`src/rtl/cpu_pkg.sv`:
```
// Shared CPU definitions: encoding of the memory response owner.
package cpu_pkg;

    localparam logic [1:0] OWN_NONE = 2'd0;
    localparam logic [1:0] OWN_IF   = 2'd1;
    localparam logic [1:0] OWN_DM   = 2'd2;

endpackage

```
`src/rtl/mem_arbiter.sv`:
```
// Shares one synchronous-read memory between fetch and load/store,
// data side first, with a bounded fetch-starvation counter.
module mem_arbiter
    import cpu_pkg::*;
#(
    parameter int XLEN       = 32,
    parameter int ADDR_SIZE  = 5,
    parameter int STARVE_MAX = 4
) (
    input  logic                 clk,
    input  logic                 rst,
    input  logic                 if_req,
    input  logic [ADDR_SIZE-1:0] if_addr,
    output logic                 if_gnt,
    output logic                 if_rvalid,
    output logic [XLEN-1:0]      if_rdata,
    input  logic                 dm_req,
    input  logic                 dm_we,
    input  logic [ADDR_SIZE-1:0] dm_addr,
    input  logic [XLEN-1:0]      dm_wdata,
    output logic                 dm_gnt,
    output logic                 dm_rvalid,
    output logic [XLEN-1:0]      dm_rdata,
    output logic                 mem_en,
    output logic                 mem_we,
    output logic [ADDR_SIZE-1:0] mem_addr,
    output logic [XLEN-1:0]      mem_wdata,
    input  logic [XLEN-1:0]      mem_rdata
);

    localparam logic [3:0] SMAX = 4'(STARVE_MAX);

    logic [3:0] starve_cnt;
    logic [1:0] rsp_own;
    logic       if_win;

    // Fetch wins alone, or on contention once it has starved long enough.
    always_comb begin
        if_win = if_req && (!dm_req || starve_cnt == SMAX);
        if_gnt = !rst && if_win;
        dm_gnt = !rst && dm_req && !if_win;
    end

    always_comb begin
        mem_en    = 1'b0;
        mem_we    = 1'b0;
        mem_addr  = '0;
        mem_wdata = '0;
        if (if_gnt) begin
            mem_en   = 1'b1;
            mem_addr = if_addr;
        end else if (dm_gnt) begin
            mem_en    = 1'b1;
            mem_we    = dm_we;
            mem_addr  = dm_addr;
            mem_wdata = dm_wdata;
        end
    end

    always_ff @(posedge clk or posedge rst) begin
        if (rst) begin
            starve_cnt <= '0;
        end else if (if_gnt) begin
            starve_cnt <= '0;
        end else if (if_req && starve_cnt != SMAX) begin
            starve_cnt <= starve_cnt + 4'd1;
        end
    end

    // Stores and idle cycles leave no response pending.
    always_ff @(posedge clk or posedge rst) begin
        if (rst) begin
            rsp_own <= OWN_NONE;
        end else if (if_gnt) begin
            rsp_own <= OWN_IF;
        end else if (dm_gnt && !dm_we) begin
            rsp_own <= OWN_DM;
        end else begin
            rsp_own <= OWN_NONE;
        end
    end

    always_comb begin
        if_rvalid = (rsp_own == OWN_IF);
        dm_rvalid = (rsp_own == OWN_DM);
        if_rdata  = if_rvalid ? mem_rdata : '0;
        dm_rdata  = dm_rvalid ? mem_rdata : '0;
    end

endmodule

```
`config.mk`:
```
export PLATFORM = sky130hd
export DESIGN_NAME = mem_arbiter
export DESIGN_NICKNAME = d
export VERILOG_FILES = /design/src/rtl/cpu_pkg.sv /design/src/rtl/mem_arbiter.sv
export SDC_FILE = /design/constraint.sdc
export NUM_CORES = 1
export LEC_CHECK = 0
export ABC_CLOCK_PERIOD_IN_PS = 1900
export CAP_MARGIN = 0
export CORE_MARGIN = 2
export CORE_UTILIZATION = 21
export CTS_CLUSTER_SIZE = 25
export DETAILED_ROUTE_END_ITERATION = 10
export PLACE_DENSITY = 0.84
export SLEW_MARGIN = 20
export SYNTH_ARGS = -nofsm -noshare
export SYNTH_HDL_FRONTEND = slang
export SYNTH_SLANG_ARGS = --single-unit
```
`constraint.sdc`:
```
create_clock -name clk -period 1.9 [get_ports clk]
set_input_delay 0.19 -clock clk [delete_from_list [all_inputs] [get_ports clk]]
set_output_delay 0.19 -clock clk [all_outputs]
set_load 0.02 [all_outputs]
```
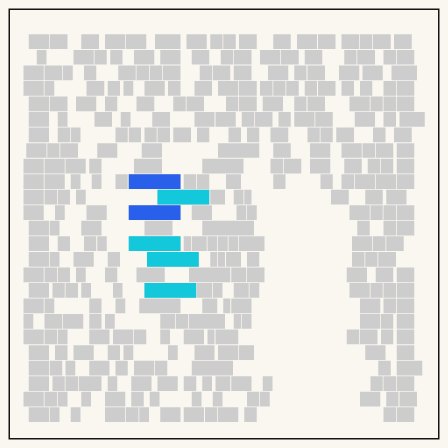
Run 1: sequential cells grouped by signal name
Other cells in grey.
Key: starve_cnt = cyan [sequential cells 4]; rsp_own = blue [sequential cells 2]

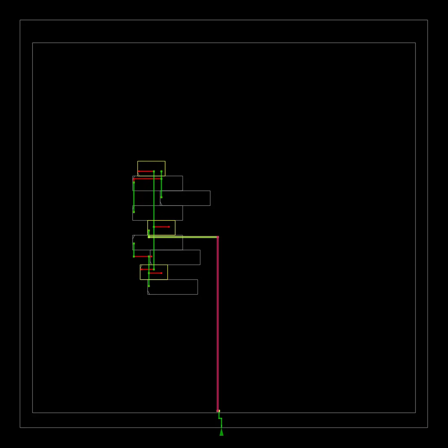
Run 1: clock routing
Clk power: 180 uW
Clock Buffer Count: 3
Sink Count: 6

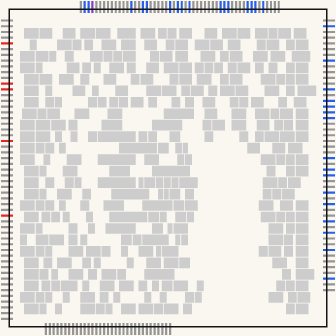
Run 1: I/O pins on the die edge
Pins as bars across the die edge, other pins in grey.
Key: if_rdata = blue [pins 32, direction output, edge 16 right, 16 top]; dm_rvalid = purple [pins 1, direction output, edge top]; dm_addr = red [pins 5, direction input, edge left]
vertical die size: 74.9 um
number of buffers inserted by port buffering: 185
Die Width: 74.9 um

==> flow_summary.json, run 1 <==
{
  "status": "finished, final reports clean",
  "gp_congestion": 0.711,
  "regMostFlops": "starve_cnt",
  "wirelength_met1_um": 1560,
  "path_depth": 7,
  "yosys_cells": 147,
  "p_sw_share_pct": 38.4,
  "grt_pass1_wl_um": 7000,
  "fin_setup_tns_ps": 0,
  "final_cell_count_no_fill": 407,
  "fin_worst_skew_ps": 1.01,
  "slew_violations": 0,
  "synthXorXnorAreaFrac_pct": 0,
  "routed-via-count": 1680,
  "layout_top_cell": "and2_1",
  "die_area_mm2": 0.00561,
  "finish.instance_area_mm2": 0.00290,
  "clock_latency_ps": 210,
  "grt_max_degree": 34,
  "required_ps": 1710,
  "synthDominantCellAreaShare_pct": 57.5,
  "p_clk_share_pct": 14.2,
  "top_regs": "starve_cnt: 4 flops, rsp_own: 2 flops",
  "topCombFamilyByArea": "simple AND/OR/NAND/NOR gates",
  "r2r.worst_path.cells": 7,
  "dpl_cell_area_mm2": 0.00309,
  "finalSetupViolCount": 0,
  "simple_gate_share_pct": 65.6,
  "yosys_area_mm2": 0.00106,
  "mux_area_share_pct": 0,
  "fin_crit_ps": 1860,
  "cts_buffers": 3,
  "drtIter0Drc": 6,
  "place_hpwl_um": 4340,
  "comb_power_uw": 898,
  "slew_headroom_pct": 84.2,
  "critPathMaxFanout": 31,
  "h-tree-depth": 1,
  "area_growth_pct": 175,
  "power-top-group": "combinational cells",
  "crit_start": "starve_cnt[1]",
  "clk_path_buf_depth": 2,
  "ys.flops": 6,
  "openroad.warnings": 28,
  "antenna_found_initial": 0,
  "fmax_mhz": 538,
  "switching_power_uw": 486,
  "rows": 25,
  "pg_seq_uw": 190,
  "dr_wl_met2_um": 2700,
  "cap_viol_max_count": 0,
  "syn-num-nets": 228,
  "gr-usage-met2_pct": 32.0,
  "drtPass1Iterations": 4,
  "grt_overflow": 0,
  "ant_nets": 0,
  "p_seq_share_pct": 15.0
}
==> run 1: final cells by class <==
type	count	area, um^2	share of cell area [%]
Timing Repair Buffer	200	1750	60.3
Multi-Input combinational cell	127	862	29.7
Sequential cell	6	150	5.17
Tap cell	67	83.8	2.89
Clock buffer	3	41.3	1.42
Inverter	4	15.0	0.517
==> run 1: Yosys cell counts (all sizes together) <==
cell	number
nor2b	3
a211oi	1
nand3	2
nand3b	1
a21oi	3
buf	4
a32o	2
ha	2
and3	1
o21ai	3
a22o	5
nor2	3
dfrtp	6
and2	97
inv	4
o211a	1
nor3	1
and3b	1
or2	1
clkbuf	6
==> run 1: stage by stage <==
step	hold slack (ps)	setup slack (ps)
finish	424	39.8
global route	477	-40.6
CTS	403	2.16
detailed placement	549	-235
global placement	538	-222
floorplan	-4.64	103
Run 1, signal wires by layer:
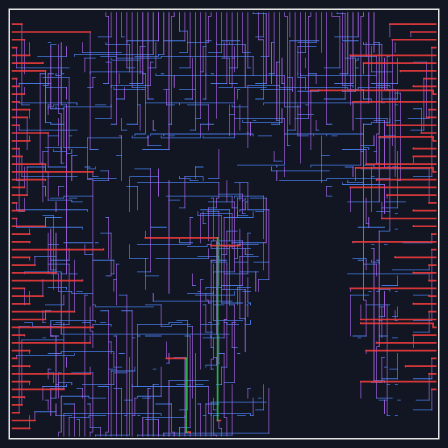

==> run 1 -> run 2 <==
Settings changed: CORE_ASPECT_RATIO from default to 1.4.
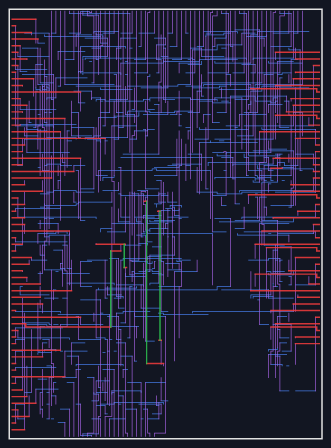
Run 2: signal wires by layer
Key: met2 = purple [wire length 3320 um]; met4 = green [wire length 80.2 um]; met3 = red [wire length 589 um]; met1 = blue [wire length 1890 um]

==> run 2 against run 1 <==
The run now ends with negative setup slack left; synthesized cell count unchanged; utilization increased by 4.5 points; final area increased by 8.6%; largest cell class unchanged.
==> flow_summary.json, run 2 <==
{
  "yosysMostFrequentCell": "and2_1",
  "gp_congestion": 0.799,
  "rows": 30,
  "drtPass1Iterations": 4,
  "r2r.worst_path.cells": 7,
  "ant_nets": 0,
  "regArea_um2": 150,
  "layout.area.top_class": "buffers",
  "simple_gate_share_pct": 65.6,
  "critPathMaxFanout": 27,
  "yosys-top-cells-count": "97 x and2_1, 6 x clkbuf_1, 6 x dfrtp_1",
  "finish.instance_area_mm2": 0.00315,
  "ys.flops": 6,
  "die_y_um": 87.9,
  "syn-num-nets": 228,
  "area_growth_pct": 199,
  "synthArstFlopShare_pct": 100,
  "clkSinkCount": 6,
  "grt_overflow": 0,
  "sh_comb_area_pct": 27.7,
  "cap_viol_max_count": 0,
  "routed-via-count": 1745,
  "fin_worst_skew_ps": 1.04,
  "layout_top_cell": "and2_1",
  "yosys_area_mm2": 0.00106,
  "top_regs": "starve_cnt: 4 flops, rsp_own: 2 flops",
  "dpl_cell_area_mm2": 0.00309,
  "fin_crit_ps": 1950,
  "port_buffers": 185,
  "nNonClkBuffers": 203,
  "fin_ws_ps": -45.8,
  "final_cell_count_no_fill": 407,
  "regMostFlops": "starve_cnt",
  "inverters": 4,
  "nMultiInputCombCells": 127,
  "final-nonclk-buf-share_pct": 63.2,
  "status": "finished, violations left",
  "violations": "negative setup slack",
  "wirelength_met1_um": 1890,
  "crit_start": "starve_cnt[0]",
  "synthXorXnorAreaFrac_pct": 0,
  "openroad.warnings": 29,
  "finalSetupViolCount": 22,
  "die_area_mm2": 0.00562,
  "grt_pass1_wl_um": 8430,
  "fin_setup_tns_ps": -305,
  "yosys_cells": 147
}
[run 2: cell counts after synthesis]
Identical to the previous run, type by type.
[run 2: kinds of logic (layout without fill, tap and decap cells)]
kind of cell    after synthesis  after routing
buf+inv                      14            210
flops                         6              6
simple gates                110            110
fa+ha+maj                     2              2
compound gates               15             15
[run 2: worst max-delay path by stage]
stage	to	slack, ps	depth (start not counted)
3_5_place_dp	mem_addr[3]	-300	7
2_1_floorplan	mem_addr[0]	100	5
3_3_place_gp	mem_addr[3]	-280	7
5_1_grt	mem_en	-100	7
6_report	mem_en	-50	7
4_1_cts	mem_addr[3]	-20	7
[run 2: report_power, final]
part	switching [uW]	total (uW)	leakage (uW)	internal, uW
sequential	27.3	192	0.0000788	165
clock	54.5	191	0.0000216	136
combinational	446	976	0.00228	530
total	528	1360	0.00238	831
No activity file was given, so power comes from the tool's default toggle rates.
